**config.mk**
```make
export PLATFORM = sky130hd
export DESIGN_NAME = alu_share_arb
export DESIGN_NICKNAME = d
export VERILOG_FILES = /design/src/rtl/alu_share_arb.sv
export SDC_FILE = /design/constraint.sdc
export NUM_CORES = 1
export LEC_CHECK = 0
export CAP_MARGIN = 20
export CORE_MARGIN = 2
export CORE_UTILIZATION = 25
export CTS_CLUSTER_DIAMETER = 150
export DETAILED_ROUTE_END_ITERATION = 16
export GPL_TIMING_DRIVEN = 0
export PLACE_DENSITY = 0.51
export SYNTH_ARGS = -nofsm -noshare
export SYNTH_HDL_FRONTEND = slang
export SYNTH_SLANG_ARGS = --single-unit
export TNS_END_PERCENT = 5
```
**constraint.sdc**
```tcl
create_clock -name clk -period 4.1 [get_ports clk]
set_clock_uncertainty 0.05 [all_clocks]
set_input_delay 0.615 -clock clk [delete_from_list [all_inputs] [get_ports clk]]
set_output_delay 0.615 -clock clk [all_outputs]
set_load 0.05 [all_outputs]
```
**src/rtl/alu_share_arb.sv**
```systemverilog
// Shares one combinational ALU among NREQ requesters: round-robin grant, 3-state FSM; ALU_ARB_FIXED_PRIO_EN gives requester 0 absolute priority.
// Latency: accept in cycle N, response valid in cycle N+2. A stalled rsp_ready holds the response and blocks every requester.
module alu_share_arb #(
  parameter int NREQ      = 4,
  parameter int DATA_W    = 64,
  parameter int ALU_SEL_W = 6,
  parameter int ID_W      = 2
) (
  input  logic                      clk,
  input  logic                      rst_n,
  input  logic [NREQ-1:0]           req_valid,
  output logic [NREQ-1:0]           req_ready,
  input  logic [NREQ*ALU_SEL_W-1:0] req_ctl,
  input  logic [NREQ*DATA_W-1:0]    req_a,
  input  logic [NREQ*DATA_W-1:0]    req_b,
  output logic [ALU_SEL_W-1:0]      alu_ctl,
  output logic [DATA_W-1:0]         alu_a,
  output logic [DATA_W-1:0]         alu_b,
  input  logic [DATA_W-1:0]         alu_out,
  input  logic                      alu_zero,
  output logic                      rsp_valid,
  input  logic                      rsp_ready,
  output logic [ID_W-1:0]           rsp_id,
  output logic [DATA_W-1:0]         rsp_data,
  output logic                      rsp_zero,
  output logic                      busy
);

  typedef enum logic [1:0] {IDLE, EXEC, RESP} state_t;

  state_t                state;
  logic [ID_W-1:0]       rr_ptr;
  logic [ID_W-1:0]       op_id;
  logic [ALU_SEL_W-1:0]  op_ctl;
  logic [DATA_W-1:0]     op_a;
  logic [DATA_W-1:0]     op_b;
  logic [DATA_W-1:0]     rsp_data_q;
  logic                  rsp_zero_q;
  logic                  rsp_valid_q;
  logic                  busy_q;

  logic                  win_vld;
  logic [ID_W-1:0]       win_id;
  logic [ALU_SEL_W-1:0]  win_ctl;
  logic [DATA_W-1:0]     win_a;
  logic [DATA_W-1:0]     win_b;
  logic [ID_W-1:0]       next_ptr;
  int                    idx;

  // Scan from rr_ptr upward with wrap; first valid requester wins.
  always_comb begin
    win_vld = 1'b0;
    win_id  = '0;
    win_ctl = '0;
    win_a   = '0;
    win_b   = '0;
    idx     = 0;
    for (int k = 0; k < NREQ; k++) begin
      idx = int'(rr_ptr) + k;
      if (idx >= NREQ) idx = idx - NREQ;
`ifdef ALU_ARB_FIXED_PRIO_EN
      if (!win_vld && idx != 0 && req_valid[idx]) begin
`else
      if (!win_vld && req_valid[idx]) begin
`endif
        win_vld = 1'b1;
        win_id  = ID_W'(idx);
        win_ctl = req_ctl[idx*ALU_SEL_W +: ALU_SEL_W];
        win_a   = req_a[idx*DATA_W +: DATA_W];
        win_b   = req_b[idx*DATA_W +: DATA_W];
      end
    end
`ifdef ALU_ARB_FIXED_PRIO_EN
    if (req_valid[0]) begin
      win_vld = 1'b1;
      win_id  = '0;
      win_ctl = req_ctl[ALU_SEL_W-1:0];
      win_a   = req_a[DATA_W-1:0];
      win_b   = req_b[DATA_W-1:0];
    end
`endif
  end

  // Pointer moves just past the requester that was served.
  always_comb begin
`ifdef ALU_ARB_FIXED_PRIO_EN
    if (op_id == '0)
      next_ptr = rr_ptr;
    else if (op_id == ID_W'(NREQ-1))
      next_ptr = ID_W'(1);
    else
      next_ptr = op_id + ID_W'(1);
`else
    if (op_id == ID_W'(NREQ-1))
      next_ptr = '0;
    else
      next_ptr = op_id + ID_W'(1);
`endif
  end

  always_comb begin
    req_ready = '0;
    if (state == IDLE && win_vld)
      req_ready = NREQ'(1) << win_id;
  end

  always_ff @(posedge clk or negedge rst_n) begin
    if (!rst_n) begin
      state       <= IDLE;
      rr_ptr      <= '0;
      op_id       <= '0;
      op_ctl      <= '0;
      op_a        <= '0;
      op_b        <= '0;
      rsp_data_q  <= '0;
      rsp_zero_q  <= 1'b0;
      rsp_valid_q <= 1'b0;
      busy_q      <= 1'b0;
    end else begin
      case (state)
        IDLE: begin
          if (win_vld) begin
            op_id  <= win_id;
            op_ctl <= win_ctl;
            op_a   <= win_a;
            op_b   <= win_b;
            state  <= EXEC;
            busy_q <= 1'b1;
          end
        end
        EXEC: begin
          rsp_data_q  <= alu_out;
          rsp_zero_q  <= alu_zero;
          rsp_valid_q <= 1'b1;
          state       <= RESP;
        end
        RESP: begin
          if (rsp_ready) begin
            rsp_valid_q <= 1'b0;
            busy_q      <= 1'b0;
            rr_ptr      <= next_ptr;
            state       <= IDLE;
          end
        end
        default: begin
          rsp_valid_q <= 1'b0;
          busy_q      <= 1'b0;
          state       <= IDLE;
        end
      endcase
    end
  end

  assign alu_ctl   = op_ctl;
  assign alu_a     = op_a;
  assign alu_b     = op_b;
  assign rsp_valid = rsp_valid_q;
  assign rsp_id    = op_id;
  assign rsp_data  = rsp_data_q;
  assign rsp_zero  = rsp_zero_q;
  assign busy      = busy_q;

endmodule

```
### Signal wires on met1

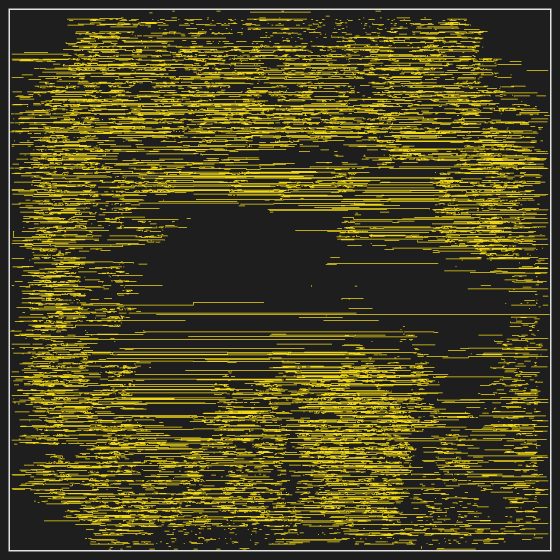
The layer carries 56.6 mm of wire. The longest straight run is 237 um. The wires run mostly horizontal. The layer holds 40% of the routed length. 3,499 nets have wire on it.
detailed-route wire length: 142,000 um
Via Count: 26,829

### Placement by cell class

Fill, decap, tap and diode cells in grey.
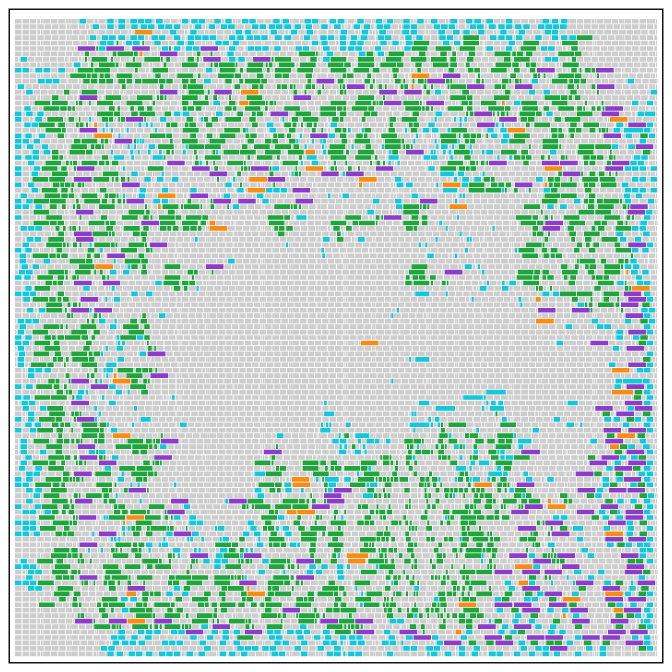
Orange is clock drivers and dummy loads, cells 62, share of their area 3.3%. Cyan is remaining buffers and delay cells, cells 1,108, share of their area 28%. Green is remaining logic cells, cells 1,843, share of their area 54%. Purple is registers, cells 207, share of their area 15%.
utilization after layout: 0.367
cell area after layout: 37,400 um2
CORE AREA: 102,000 um2
standard-cell rows: 117

### Signal metal coverage by tile

The bar under the picture is 100 um long. 33 x 33 tiles, from dark blue (low) to red (high), scaled to the fullest tile. Values are wire area over tile area, all layers added.
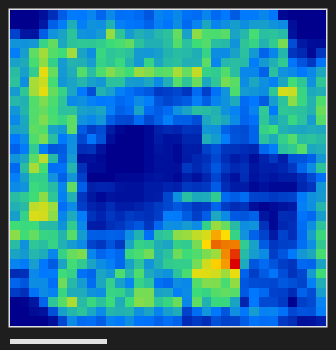
6.2% of the tiles are nearly empty. 14% of the tiles are over half the peak. The fullest tile reaches 0.75.

### Clock routing

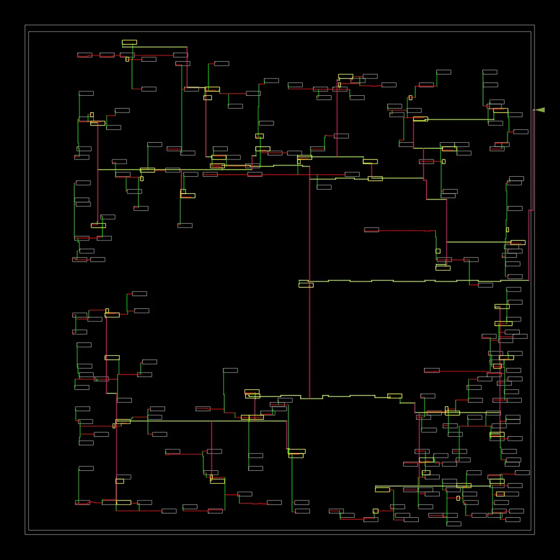
clock buffer count from CTS: 34
insertion delay of the later-clocked pin in the worst-skew pair: 0.55 ns

==> commit_impl_results.txt <==
Update PnR metrics after Yosys + OpenROAD run

- All stages included, the depth of the critical timing path comes to 12.
- Most frequent cell on the critical path: buf_6
- Power consumed by the clock network: 3.10 mW
- The first global-routing pass estimated 202,000 um of wire.
* Average routed wire per standard cell: 30.7 um
- The script computed the net switching share of total power as 0.527.
- The cell-mix breakdown from Yosys lists the compound-gate area share as 0.165.
- Per the synth log, the flip-flop and latch total comes to 207.
- Largest non-sequential cell family by area: multiplexers
- Internal power summed over all cells: 17.1 mW
- Prior to clock tree synthesis, the placed netlist has a worst setup slack of -2.18 ns.
- Number of top-level pins: 815
- The horizontal die dimension reported for this design is 325 um.
* Sequential element share of the synthesized area: 0.201
- In this run, the synthesized area fraction spent on and/or/nand/nor cells is recorded as 0.0675.
- Net count after synthesis: 2,942
- Switching power total: 19.1 mW
- TritonCTS reports the number of clock sinks as 207.
- In the routed design, unresolved DRC markers number 0.
- Chip Footprint: 106,000 um2
- Asr flop ratio synth: 1.00
* First drt pass iteration count: 6
- Counting both buffers and inverters, the worst setup path holds a total of 6.
- Reported leakage power: 13.4 nW
- Post-layout total power: 36.2 mW
- The worst hold path belongs to the class flip-flop to flip-flop.
* CTS root buffer: clkbuf_16
* Last element of the critical path: req_ready[2]
- Using the TritonRoute via totals, the vias-per-cell ratio works out to 5.81.
- Clock tree from TritonCTS: built
- Sequential power for this build is 4.01 mW.
* Top pwr grp: combinational logic
- In this run the tightest slew margin relative to its limit is 0.305.
- Number of cells traversed by the worst hold path: 1
* Combinational share of power: 0.804
* Required time of the critical path: 3.43 ns
- Top achievable clock speed: 250 MHz
* Final count of pins violating max slew: 0
* Yosys stat cell total: 2,325
* Global-route total usage across every layer: 0.258
* Status: complete, no violations
- The worst setup path is launched from a flip-flop.
- Number of endpoints failing setup at the final stage: 0
* DRT iter0 DRCs: 2,398
* Count of flip-flops with a built-in enable after synthesis: 0
- A synthesized cell averages 11.1 um2.
- Hold endpoint: rsp_valid
* Remaining global-route overflow: 0
- Main area contributors: mux4_2 (36%), dfrtp_1 (20%), mux2i_1 (11%)
- Clk slew on worst S/H paths: 0.06 ns
## cell type report
type	count	area, um2	share of cell area
Multi-Input combinational cell	1833	19300	0.516
Tap cell	1368	1710	0.0457
Inverter	10	45.0	0.00120
Sequential cell	207	5180	0.138
Buffer	269	1420	0.0378
Clock inverter	14	130	0.00348
Antenna cell	32	80.1	0.00214
Clock buffer	48	1040	0.0277
Timing Repair Buffer	839	8510	0.227
## registers in the layout (all words and copies together) (netlist names)
register / count
alu_a: 64
rsp_id: 2
rr_ptr: 2
state: 2
alu_b: 64
rsp_data: 64
busy: 1
alu_ctl: 6
rsp_zero: 1
rsp_valid: 1
## per-layer routing
metal	up-vias	global-route usage	routed length (um)
met5	-	0.000453	148
met4	24	0.0802	4190
met3	233	0.0655	12100
met2	1429	0.429	68700
met1	13828	0.328	56600
li1	11315	-	-
## repair_timing
item / 4_1_cts / 5_1_grt
setup endpoints to repair: 141 / 39
gates resized: 81 / 10
hold buffers: 1 / 0
setup buffers: 16 / 1
pin swaps: 3 / 7
hold endpoints to repair: 30 / 0
## cell usage after synthesis (all sizes together), types with 9 or more instances
cell type	count
o21ai	18
buf	117
nor3	9
nand2	175
nand3	15
mux2	78
inv	10
a22o	128
a21oi	159
a22oi	9
dfrtp	207
a31oi	138
mux2i	293
ha	9
nor2	162
clkbuf	158
mux4	413
o22ai	138
nor2b	10
nand2b	13
## stage by stage
step / TNS (ns) / utilization / area [um2] / instances
after floorplan: -0.0680 / - / 25800 / 2325
after global placement: -2011.49 / 0.349 / 35600 / 4502
after detailed placement: -154.53 / 0.352 / 35900 / 4514
after CTS: -0.477 / 0.366 / 37400 / 4591
after global routing: -0.0478 / 0.367 / 37400 / 4609
final: 0 / 0.367 / 37400 / 4620
Power is estimated from default activity; no workload was simulated.
